**Run 1: register map, names as in the netlist**

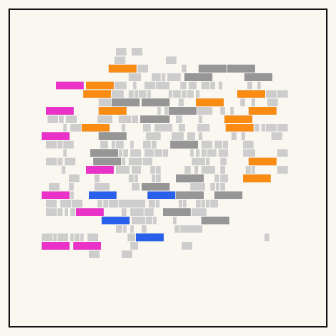
**Run 1: routing congestion map**

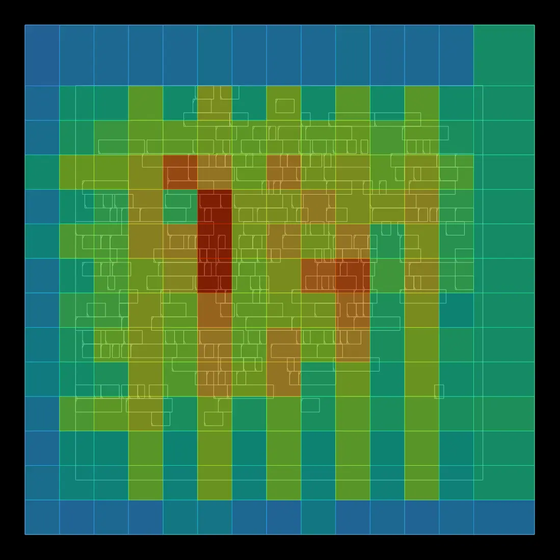
**Run 1: signal wires by layer**

Two of the layers only.
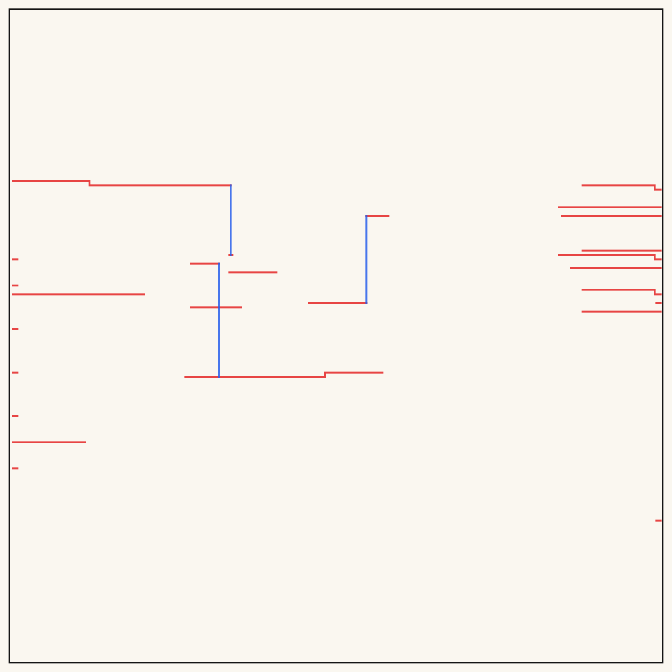
**Run 1: signal wires on met3**

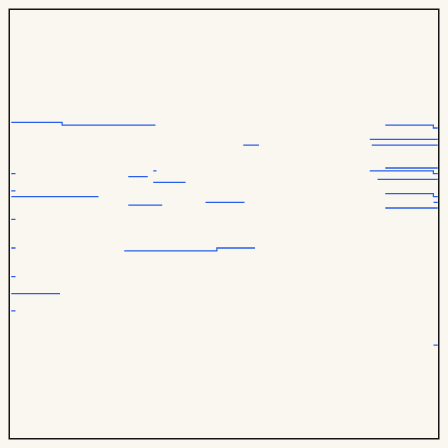
`src/rtl/bcd_pkg.sv`:
```
// Shared constants, FSM encoding and sizing helper for the binary-to-BCD converter.
package bcd_pkg;

  localparam int unsigned BCD_DIGIT_W    = 4;
  localparam int unsigned ADD3_THRESHOLD = 5;

  typedef enum logic {
    IDLE  = 1'b0,
    SHIFT = 1'b1
  } state_t;

  // Number of decimal digits needed to hold the largest value of a w-bit unsigned number.
  function automatic int unsigned digits_for_width(input int unsigned w);
    logic [63:0] v;
    int unsigned n;
    v = (w >= 64) ? '1 : ((64'd1 << w) - 64'd1);
    n = 0;
    do begin
      v = v / 64'd10;
      n = n + 1;
    end while (v != 64'd0);
    return n;
  endfunction

endpackage

```
`src/rtl/bcd_add3.sv`:
```
// Single-digit double-dabble correction: add 3 when the digit is 5 or more.
module bcd_add3
  import bcd_pkg::*;
(
  input  logic [BCD_DIGIT_W-1:0] digit_in,
  input  logic                   unused_tie,
  output logic [BCD_DIGIT_W-1:0] digit_out
);

  logic tie_sink;

  always_comb begin
    tie_sink  = unused_tie;
    digit_out = digit_in;
    if (digit_in >= BCD_DIGIT_W'(ADD3_THRESHOLD)) begin
      digit_out = digit_in + BCD_DIGIT_W'(3);
    end
  end

endmodule

```
`src/rtl/bin_to_bcd.sv`:
```
// Sequential shift-and-add-3 binary-to-BCD converter, one input bit per clock,
// with a start/done handshake and a held result register.
module bin_to_bcd
  import bcd_pkg::*;
#(
  parameter int unsigned BIN_WIDTH = 8,
  parameter int unsigned DIGITS    = 3
) (
  input  logic                          clk,
  input  logic                          rst_n,
  input  logic                          start,
  input  logic [BIN_WIDTH-1:0]          bin,
  output logic                          busy,
  output logic                          done,
  output logic [BCD_DIGIT_W*DIGITS-1:0] bcd,
  output logic                          zero,
  output logic                          overflow
);

  localparam int unsigned BCD_W = BCD_DIGIT_W * DIGITS;
  localparam int unsigned CNT_W = $clog2(BIN_WIDTH + 1);

  state_t               state;
  logic [BIN_WIDTH-1:0] shreg;
  logic [BCD_W-1:0]     work;
  logic [BCD_W-1:0]     corr;
  logic [BCD_W-1:0]     shifted;
  logic [CNT_W-1:0]     cnt;
  logic                 ovf_acc;
  logic                 carry_out;
  logic                 last_shift;

  for (genvar g = 0; g < int'(DIGITS); g++) begin : g_add3
    bcd_add3 u_add3 (
      .digit_in   (work[g*BCD_DIGIT_W +: BCD_DIGIT_W]),
      .unused_tie (1'b0),
      .digit_out  (corr[g*BCD_DIGIT_W +: BCD_DIGIT_W])
    );
  end

  // Corrected digits shifted up by one, binary MSB entering digit 0.
  always_comb begin
    shifted    = {corr[BCD_W-2:0], shreg[BIN_WIDTH-1]};
    carry_out  = corr[BCD_W-1];
    last_shift = (cnt == CNT_W'(1));
  end

  always_ff @(posedge clk or negedge rst_n) begin
    if (!rst_n) begin
      state    <= IDLE;
      shreg    <= '0;
      work     <= '0;
      cnt      <= '0;
      ovf_acc  <= 1'b0;
      busy     <= 1'b0;
      done     <= 1'b0;
      bcd      <= '0;
      zero     <= 1'b1;
      overflow <= 1'b0;
    end else begin
      done <= 1'b0;
      case (state)
        IDLE: begin
          if (start) begin
            shreg   <= bin;
            work    <= '0;
            ovf_acc <= 1'b0;
            cnt     <= CNT_W'(BIN_WIDTH);
            busy    <= 1'b1;
            state   <= SHIFT;
          end
        end
        SHIFT: begin
          shreg   <= shreg << 1;
          work    <= shifted;
          ovf_acc <= ovf_acc | carry_out;
          cnt     <= cnt - CNT_W'(1);
          if (last_shift) begin
            state    <= IDLE;
            busy     <= 1'b0;
            done     <= 1'b1;
            bcd      <= shifted;
            zero     <= (shifted == '0);
            overflow <= ovf_acc | carry_out;
          end
        end
        default: state <= IDLE;
      endcase
    end
  end

endmodule

```
`config.mk`:
```
export PLATFORM = sky130hd
export DESIGN_NAME = bin_to_bcd
export DESIGN_NICKNAME = d
export VERILOG_FILES = /design/src/rtl/bcd_pkg.sv /design/src/rtl/bcd_add3.sv /design/src/rtl/bin_to_bcd.sv
export SDC_FILE = /design/constraint.sdc
export NUM_CORES = 1
export LEC_CHECK = 0
export ABC_CLOCK_PERIOD_IN_PS = 2300
export CORE_MARGIN = 10
export CORE_UTILIZATION = 30
export CTS_CLUSTER_DIAMETER = 200
export CTS_CLUSTER_SIZE = 12
export DETAILED_ROUTE_END_ITERATION = 8
export SYNTH_ARGS = -nofsm -noshare
export SYNTH_HDL_FRONTEND = slang
export SYNTH_SLANG_ARGS = --single-unit
```
`constraint.sdc`:
```
create_clock -name clk -period 2.3 [get_ports clk]
set_input_delay 0.46 -clock clk [delete_from_list [all_inputs] [get_ports clk]]
set_output_delay 0.46 -clock clk [all_outputs]
set_load 0.01 [all_outputs]
```
==> flow_metrics.tcl, run 1 <==
# metrics dict for downstream scripts
set metrics [dict create \
    outcome "complete, no violations" \
    synth.area.top_cells "dfrtp_1 51%, mux2i_1 5.5%, ha_1 5.0%" \
    drive_above_1_share_pct 12.16 \
    yosys.area_share.aoi_pct 12.82 \
    worst-endpoint-arrival_ns 2.21 \
    max_freq_mhz 499.5 \
    initial_core_util_pct 31.31 \
    powerSeq_w 0.00133 \
    cts_made_buffers 5 \
    setup.worst_path.class "reg -> reg" \
    routabilityCongestion 0.7937 \
    placed_cells_incl_taps 291 \
    intPower_w 0.002107 \
    number_of_antenna_violations_at_the_first_check_in_global_routing 0 \
    syn2layout_area_growth_pct 22.46 \
    final_hold_viol_count 0 \
    floorplan.die.height_um 101.9 \
    most_frequently_placed_logic_cell_in_the_final_layout "dfrtp_1" \
    first_global_vias 1409 \
    logic_area_um2 879.6 \
    final_min_period_over_clock_period_pct 87.04 \
    m1WireLength_um 2040 \
    ant_nets 0 \
    synth_top_area_share_pct 51.03 \
    ys_seq_share_pct 52.33 \
    vias_per_cell 4.746 \
    global_route_wire_length_before_repair_um 7072 \
    core_area_mm2 0.006422 \
    clockBufferDepth 2 \
    synth-edff-count 0 \
    final-max-slew-violation-count 0 \
    ys_sh_mux_pct 9.396 \
    post-cts-setup-buffer-count 0 \
    fill_cells 625 \
    top_power_group "combinational logic" \
    pwr-share-seq_pct 38.4 \
    dpl_worst_slack_ns 0.3132 \
    post-route-worst-setup-slack_ns 0.2981 \
    finalWorstPathRequiredPeriod_ns 2.002 \
    max_cap_violations 0 \
    syn_area_per_cell_um2 10.42 \
    final_cell_count_no_fill 299 \
    detailedPlacementHpwl_um 2968 \
    synth.yosys.chip_area_mm2 0.002011 \
    max_vdd_drop_mv 0.4601 \
    share_of_total_power_in_combinational_logic_pct 47.5 \
    grt_setup_unrepaired "false" \
    tritoncts "yes" \
    log.warning_count 30 \
    yosys.area.top_type "dfrtp_1" \
    cts_num_sinks 42 \
    worst-endpoint-required_ns 2.51 \
    power_clock_w 0.000490 \
    std_cell_rows 29 \
    worst-path-max-fanout 5 \
    die_width_um 101.9 \
    first_iter_violations 67 \
    post_cts_hold_buffer_count 0 \
    synthesis.instances 193 \
    async_flop_share_pct 100.0 \
    drcViolationCount 0 \
    mappedNetlistArea_mm2 0.002011 \
    synthesis.nets 212 \
    p_comb_w 0.00165 \
    clk_root_buffer_cell "clkbuf_8" \
    worstHoldPathType "in -> async" \
    timing.critical_path.depth 7 \
    synth_flop_count 42 \
    power_switching_w 0.001364 \
    r2r_cells 7 \
    post_cts_resized 0 \
    met2RoutedLength_um 1835 \
    xor_xnor_portion_of_the_synthesized_cell_area_pct 2.178 \
    port_buffers 26 \
    setup_total_negative_slack_ns 0 \
    top_flip_flop_cell_by_instance_count_after_synthesis "dfrtp_1" \
    ioPinCount 27 \
    setup_viol_count_final 0 \
    yosys.area_share.adder_pct 4.978 \
    critical-path-max-stage-delay_ns 0.55 \
    crit_path_top_delay_cell "or4_1" \
    lay_top_cells "41 x dfrtp_1, 25 x nand2_1, 25 x clkdlybuf4s50_1" \
    yosys.area_share.simple_pct 14.37 \
    yosys_warning_count 0 \
    power.switching_fraction_pct 39.31 \
    grt_max_degree 33 \
    cp_num_buf_inv 1 \
    grt_remaining_overflow 0 \
    tightest_slew_ns 0.4781 \
    post_cts_clock_slew_at_the_launch_and_capture_registers_of_the_worst_setup_and_hold_paths_ns 0.08 \
    die-area_mm2 0.01038 \
]
## Picture notes: 'register map, names as in the netlist'
legend:
  `shreg`:
    colour: magenta
    flops: 8
  `bcd`:
    colour: orange
    flops: 12
  `cnt`:
    colour: blue
    flops: 4
final standard cell utilization of the core: 38.34%
storage element area: 0.001052 mm²
sequential share of cell area: 42.73%

## Picture notes: 'routing congestion map'
average wire per cell in the routed design: 13.93 µm
fraction of met2 tracks used by global routing: 12.82%
GR Layer Usage met1: 10.77%
gr usage total: 8.460%
most heavily used metal layer in global routing: met2

## Picture notes: 'signal wires by layer'
legend:
  metal 4:
    colour: blue
    wire_length: 42.2 µm
  metal 3:
    colour: red
    wire_length: 248 µm
number of vias in the routed layout: 1,419
final wirelength: 4165 µm

## Picture notes: 'signal wires on met3'
longest straight run: 22.1 µm
wire length on this layer: 248 µm
main direction: horizontal
met3 usage in global routing: 3.036%

==> run 1: synthesized netlist by cell type (2+ instances only) <==
library cell and count:
nand3_1 2, nor3b_1 6, nor3_1 4, dfrtp_1 41
o21ai_0 17, o31ai_1 4, nor2_1 10, nand2b_1 2
a21oi_2 2, nand2_1 25, mux2i_1 11, mux2_2 7
buf_1 2, ha_1 8, a21oi_1 14, inv_1 9
xnor2_1 5, buf_2 3, o22ai_1 5, clkbuf_1 5
==> run 1: final cells by class <==
class | count | share of cell area (%)
Sequential cell | 42 | 42.73
Inverter | 10 | 1.524
Timing Repair Buffer | 31 | 12.40
Clock buffer | 7 | 3.506
Clock inverter | 1 | 0.2033
Multi-Input combinational cell | 131 | 35.72
Tap cell | 77 | 3.913
==> run 1: worst paths after layout <==
kind / startpoint / end / slack, ns
hold / removal: rst_n / bcd[4] / 0.11
setup reg to reg: work[0] / zero / 0.30
max in group asynchronous: rst_n / shreg[3] / 1.70
hold reg to reg: shreg[0] / shreg[1] / 0.49
min in group clk: shreg[0] / shreg[1] / 0.49
setup / recovery: work[0] / zero / 0.30
==> run 1: flip-flops by register name, indices dropped and copies added (netlist names) <==
register  flops
bcd          12
work         12
shreg         8
cnt           4
busy          1
done          1
overflow      1
ovf_acc       1
state         1
zero          1
==> run 1: metrics by stage <==
step | hold slack [ns] | utilization [%] | area (µm²) | power (W)
after global routing | 0.1505 | 38.34 | 2462 | 0.003802
after detailed placement | 0.4512 | 36.92 | 2371 | 0.003014
final | 0.1130 | 38.34 | 2462 | 0.003471
after global placement | 0.4557 | 36.92 | 2371 | 0.002984
after CTS | 0.1295 | 38.34 | 2462 | 0.003518
after floorplan | 0.1644 | - | 2011 | 0.002428
**Run 1: pin map**

Pins as bars across the die edge, other pins in grey.
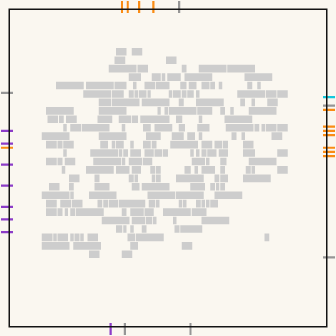

==> run 1 -> run 2 <==
--- a/config.mk
+++ b/config.mk
@@ -11,6 +11,7 @@
 export CTS_CLUSTER_DIAMETER = 200
 export CTS_CLUSTER_SIZE = 12
 export DETAILED_ROUTE_END_ITERATION = 8
+export PLACE_DENSITY = 0.48
 export SYNTH_ARGS = -nofsm -noshare
 export SYNTH_HDL_FRONTEND = slang
 export SYNTH_SLANG_ARGS = --single-unit
**Run 2: pin map**

Pins as bars across the die edge, other pins in grey.
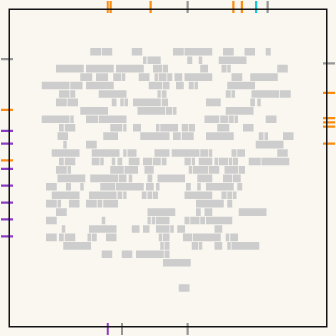
legend:
  `bcd`:
    colour: orange
    pins: 12
    direction: output
    edge: 5 top, 5 right, 2 left
  `bin`:
    colour: purple
    pins: 8
    direction: input
    edge: 7 left, 1 bottom
  `overflow`:
    colour: cyan
    pins: 1
    direction: output
    edge: top
all pins by edge: 10 left, 8 top, 6 right, 3 bottom
y dimension of the die: 101.9 µm
count of port buffers added during placement: 26

==> run 2 against run 1 <==
Net effect: total power up 3.6%; largest power group unchanged; flip-flop count unchanged; first-iteration DRC count down 24%; largest cell class unchanged; wire length up 7.0%; fmax down 2.2%; critical path depth unchanged.
==> flow_metrics.tcl, run 2 <==
# metrics dict for downstream scripts
set metrics [dict create \
    core_area_mm2 0.006422 \
    grt_max_degree 33 \
    first_iter_violations 51 \
    clk_root_buffer_cell "clkbuf_8" \
    share_of_total_power_in_combinational_logic_pct 47.2 \
    worst-endpoint-arrival_ns 2.26 \
    outcome "complete, no violations" \
    synth.yosys.chip_area_mm2 0.002011 \
    post_cts_clock_slew_at_the_launch_and_capture_registers_of_the_worst_setup_and_hold_paths_ns 0.09 \
    worst-endpoint-required_ns 2.51 \
    timing.clock.skew_ns 0.009434 \
    first_global_vias 1427 \
    xor_xnor_portion_of_the_synthesized_cell_area_pct 2.178 \
    dpl_worst_slack_ns 0.2859 \
    yosys.area_share.aoi_pct 12.82 \
    final_hold_viol_count 0 \
    route.vias.total 1471 \
    cts_made_buffers 5 \
    placed_cells_incl_taps 295 \
    fill_cells 626 \
    max_cap_violations 0 \
    grt_remaining_overflow 0 \
    std_cell_rows 29 \
    mappedNetlistArea_mm2 0.002011 \
    ys_sh_mux_pct 9.396 \
    tritoncts "yes" \
    yosys.area_share.adder_pct 4.978 \
    worst-path-max-fanout 5 \
    number_of_antenna_violations_at_the_first_check_in_global_routing 0 \
    final_min_period_over_clock_period_pct 89.04 \
    drcViolationCount 0 \
    post-synth-top-count-cell "dfrtp_1" \
    m1WireLength_um 2199 \
    clockBufferDepth 2 \
    ys_seq_share_pct 52.33 \
    intPower_w 0.002198 \
    synthesis.nets 212 \
    power.switching_fraction_pct 38.88 \
    critical-path-max-stage-delay_ns 0.51 \
    ioPinCount 27 \
    worstHoldPathType "in -> async" \
    yosys.area_share.simple_pct 14.37 \
    max_vdd_drop_mv 0.4580 \
    post-route-util_pct 38.91 \
    ant_nets 0 \
    synth.area.top_cells "dfrtp_1 51%, mux2i_1 5.5%, ha_1 5.0%" \
    post_cts_resized 0 \
    log.warning_count 30 \
    max_freq_mhz 488.3 \
    grt_setup_unrepaired "false" \
    die_width_um 101.9 \
    crit_path_top_delay_cell "or4_1" \
    wirelength_um 4457 \
    met2RoutedLength_um 1949 \
    detailedPlacementHpwl_um 3239 \
    final_cell_count_no_fill 303 \
    setup.worst_path.class "reg -> reg" \
    routabilityCongestion 0.8415 \
    syn_area_per_cell_um2 10.42 \
    final-max-slew-violation-count 0 \
    cts_num_sinks 42 \
    post-cts-setup-buffer-count 0 \
    async_flop_share_pct 100.0 \
    finalWorstPathRequiredPeriod_ns 2.048 \
    top_flip_flop_cell_by_instance_count_after_synthesis "dfrtp_1" \
    initial_core_util_pct 31.31 \
    syn2layout_area_growth_pct 24.27 \
    tightest_slew_ns 0.4047 \
    pwr-share-seq_pct 37.1 \
    cp_num_buf_inv 1 \
    synth_flop_count 42 \
    synth.cells.most_frequent "41 x dfrtp_1, 25 x nand2_1, 17 x o21ai_0, 14 x a21oi_1, 11 x mux2i_1" \
    yosys_warning_count 0 \
    drive_above_1_share_pct 14.16 \
    most_frequently_placed_logic_cell_in_the_final_layout "dfrtp_1" \
    synthesis.instances 193 \
    lay_top_cells "41 x dfrtp_1, 25 x nand2_1, 25 x clkdlybuf4s50_1" \
    yosys.area.top_type "dfrtp_1" \
    setup_total_negative_slack_ns 0 \
    post_cts_hold_buffer_count 0 \
    post_synth_num_cell_types 31 \
    vias_per_cell 4.855 \
    detailed_place.area_mm2 0.002389 \
    postLayoutCellArea_mm2 0.002499 \
    global_route_wire_length_before_repair_um 7245 \
    top_layer_used "met4" \
    setup_viol_count_final 0 \
    synth-edff-count 0 \
    p_total_w 0.003596 \
    synth_top_area_share_pct 51.03 \
    post-route-worst-setup-slack_ns 0.2522 \
]
## run 2: cell counts after synthesis
No cell type changed its count.
## run 2: worst paths after layout
| check | slack, ns | end | from | cells after the start |
|---|---|---|---|---|
| setup / recovery | 0.25 | zero | work[5] | 7 |
| hold reg to reg | 0.49 | shreg[2] | shreg[1] | 2 |
| max in group asynchronous | 1.65 | zero | rst_n | 2 |
| setup reg to reg | 0.25 | zero | work[5] | 7 |
| hold / removal | 0.05 | work[7] | rst_n | 1 |
| min in group clk | 0.49 | shreg[2] | shreg[1] | 2 |
## run 2: metal layers
metal	global-route usage (%)	up-vias
met5	0	-
met4	2.928	0
met3	3.171	4
met2	13.22	34
met1	11.51	705
li1	-	728
## run 2: area by class of cell
type	count	area (µm²)	area share [%]
tap	77	96.34	3.856
timing repair buffer	35	322.8	12.92
sequential	42	1052	42.11
multi-input combinational	131	879.6	35.20
clock buffer	8	110.1	4.407
inverter	10	37.54	1.502
## run 2: power groups by stage
stage | registers (W) | logic, W | clock network, W
after floorplan | 0.00135 | 0.00107 | 0
after global placement | 0.00135 | 0.00171 | 0
after detailed placement | 0.00135 | 0.00173 | 0
after CTS | 0.00134 | 0.00173 | 0.000584
after global routing | 0.00138 | 0.00190 | 0.000613
final | 0.00133 | 0.00170 | 0.000563
## run 2: cells by family (layout without fill, tap and decap cells)
logic type / count (synthesis) / count (layout)
AND/OR/NAND/NOR: 56 / 56
multiplexers: 18 / 18
XOR/XNOR: 5 / 5
AND-OR/OR-AND: 44 / 44
adder cells (fa/ha/maj): 8 / 8
flip-flops: 42 / 42
buffers and inverters: 20 / 53
==> run 2 -> run 3 <==
--- a/config.mk
+++ b/config.mk
@@ -12,6 +12,7 @@
 export CTS_CLUSTER_SIZE = 12
 export DETAILED_ROUTE_END_ITERATION = 8
 export PLACE_DENSITY = 0.48
+export SLEW_MARGIN = 0
 export SYNTH_ARGS = -nofsm -noshare
 export SYNTH_HDL_FRONTEND = slang
 export SYNTH_SLANG_ARGS = --single-unit
**Run 3: signal wires on met3**

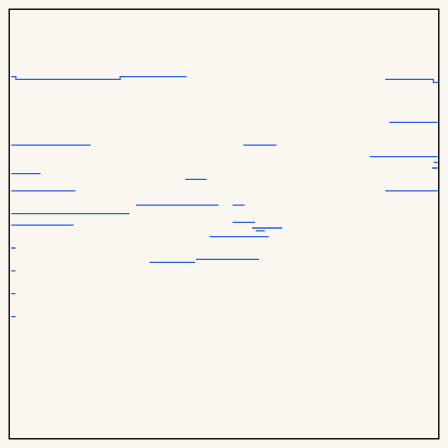
main direction: horizontal
wire length on this layer: 269 µm
number of vias in the routed layout: 1,471
met3 usage in global routing: 3.171%
final wirelength: 4457 µm

==> run 3 against run 2 <==
Net effect: clock skew is the same; cell area is the same; largest power group unchanged; setup slack is the same.
==> flow_metrics.tcl, run 3 <==
# metrics dict for downstream scripts
set metrics [dict create \
    outcome "complete, no violations" \
    post_cts_hold_buffer_count 0 \
    synth_flop_count 42 \
    global_route_wire_length_before_repair_um 7245 \
    synthesis.instances 193 \
    first_iter_violations 51 \
    grt_remaining_overflow 0 \
    crit_chain "inv_1 > ha_1 > nand2b_1 > a21oi_2 > mux2i_1 > or4_1 > o32ai_2" \
    synth.yosys.chip_area_mm2 0.002011 \
    lay_top_cells "41 x dfrtp_1, 25 x nand2_1, 25 x clkdlybuf4s50_1" \
    ys_seq_share_pct 52.33 \
    setup_viol_count_final 0 \
    ant_nets 0 \
    post_drt_wl_per_cell_um 14.71 \
    inserted_diodes 0 \
    post-cts-setup-buffer-count 0 \
    post_cts_resized 0 \
    grt_setup_unrepaired "false" \
    routabilityCongestion 0.8415 \
    syn_area_per_cell_um2 10.42 \
    layout_top_registers "bcd: 12 flops, work: 12 flops, shreg: 8 flops" \
    setup_total_negative_slack_ns 0 \
    clock_insertion_delay_worst_skew_ns 0.29 \
    synth-edff-count 0 \
    yosysCellCount 193 \
    most_frequently_placed_logic_cell_in_the_final_layout "dfrtp_1" \
    synth.cells.most_frequent "41 x dfrtp_1, 25 x nand2_1, 17 x o21ai_0, 14 x a21oi_1, 11 x mux2i_1" \
    cp_num_buf_inv 1 \
    setup.worst_path.class "reg -> reg" \
    vias_per_cell 4.855 \
    syn2layout_area_growth_pct 24.27 \
    yosys.area.top_type "dfrtp_1" \
    p_total_w 0.003596 \
    final_hold_viol_count 0 \
    clk_root_buffer_cell "clkbuf_8" \
    number_of_antenna_violations_at_the_first_check_in_global_routing 0 \
    worst-path-max-fanout 5 \
    r2r_cells 7 \
    max_freq_mhz 488.3 \
    cp-start-kind "flip-flop" \
    cts_num_sinks 42 \
    synth_top_area_share_pct 51.03 \
    die-area_mm2 0.01038 \
    first_pass_iters 4 \
    tritoncts "yes" \
    detailed_place.area_mm2 0.002389 \
    final-max-slew-violation-count 0 \
    post_cts_clock_slew_at_the_launch_and_capture_registers_of_the_worst_setup_and_hold_paths_ns 0.09 \
    initial_core_util_pct 31.31 \
    drcViolationCount 0 \
    crit_path_top_delay_cell "or4_1" \
    synth.area.top_cells "dfrtp_1 51%, mux2i_1 5.5%, ha_1 5.0%" \
    clockBufferDepth 2 \
    timing.critical_path.to_type "flip-flop" \
    worst-endpoint-required_ns 2.51 \
    worstHoldPathType "in -> async" \
    detailedPlacementHpwl_um 3239 \
    floorplan.die.height_um 101.9 \
    ioPinCount 27 \
    max_vdd_drop_mv 0.4580 \
    logic_area_um2 879.6 \
    grt.total_usage_pct 8.807 \
    seq_area_mm2 0.001052 \
    post-synth-top-count-cell "dfrtp_1" \
    postLayoutCellArea_mm2 0.002499 \
    final_min_period_over_clock_period_pct 89.04 \
    cts_made_buffers 5 \
    finalWorstPathRequiredPeriod_ns 2.048 \
    die_width_um 101.9 \
    async_flop_share_pct 100.0 \
    critical-path-max-stage-delay_ns 0.51 \
    grt_max_degree 33 \
    post_synth_num_cell_types 31 \
    max_cap_violations 0 \
    worst-endpoint-arrival_ns 2.26 \
    regToRegEndpoint "zero" \
    launching_point_of_the_worst_reg2reg_path "work[5]" \
    yosys_warning_count 0 \
    synthesis.nets 212 \
    std_cell_rows 29 \
    tightest_slew_ns 0.4047 \
    first_global_vias 1427 \
    nNetsFinal 244 \
    fill_cells 626 \
    mappedNetlistArea_mm2 0.002011 \
    log.warning_count 30 \
    timing.clock.skew_ns 0.009434 \
    r2r_slack_ns 0.25 \
    top_flip_flop_cell_by_instance_count_after_synthesis "dfrtp_1" \
    core_area_mm2 0.006422 \
    cellPowerDensity_mw_per_mm2 1439 \
    drive_above_1_share_pct 14.16 \
    port_buffers 26 \
]
==> run 3: power by group <==
group          switching, W  total (W)  leakage (nW)  internal, W
sequential         0.000258    0.00133         0.515      0.00108
clock              0.000260   0.000563        0.0575     0.000304
combinational      0.000881    0.00170         0.506     0.000818
==> run 3: layout make-up <==
class,count,share of cell area [%]
Sequential cell,42,42.11
Clock buffer,8,4.407
Inverter,10,1.502
Timing Repair Buffer,35,12.92
Tap cell,77,3.856
Multi-Input combinational cell,131,35.20
==> run 3: routing by layer <==
metal  vias up  track usage [%]  wire, µm
li1        728                -         -
met1       705            11.51      2199
met2        34            13.22      1949
met3         4            3.171       269
met4         0            2.928        38
met5         -                0         0
==> run 3: through the flow <==
| stage | util, % | hold slack [ns] | worst slack, ns | instances |
|---|---|---|---|---|
| after floorplan | - | 0.1644 | 0.4365 | 193 |
| after global placement | 37.19 | 0.3729 | 0.3096 | 295 |
| after detailed placement | 37.19 | 0.3749 | 0.2859 | 295 |
| after CTS | 38.91 | 0.05081 | 0.2480 | 303 |
| after global routing | 38.91 | 0.06311 | 0.08969 | 303 |
| final | 38.91 | 0.04529 | 0.2522 | 303 |
==> run 3: cell families after synthesis <==
group	Yosys count	share of synthesized area (%)
compound gates	44	12.82
xor+xnor	5	2.178
simple gates	56	14.38
mux	18	9.397
buf+inv	20	3.920
flops	42	52.33
fa+ha+maj	8	4.978
==> run 3: how the worst max path moves through the flow <==
| stage | from | to | slack (ns) | depth (start not counted) |
|---|---|---|---|---|
| floorplan | work[0] | zero | 0.44 | 7 |
| global placement | work[4] | zero | 0.31 | 7 |
| detailed placement | work[5] | zero | 0.29 | 7 |
| CTS | work[5] | zero | 0.25 | 7 |
| global route | work[5] | zero | 0.09 | 7 |
| finish | work[5] | zero | 0.25 | 7 |
Power is estimated from default activity; no workload was simulated.
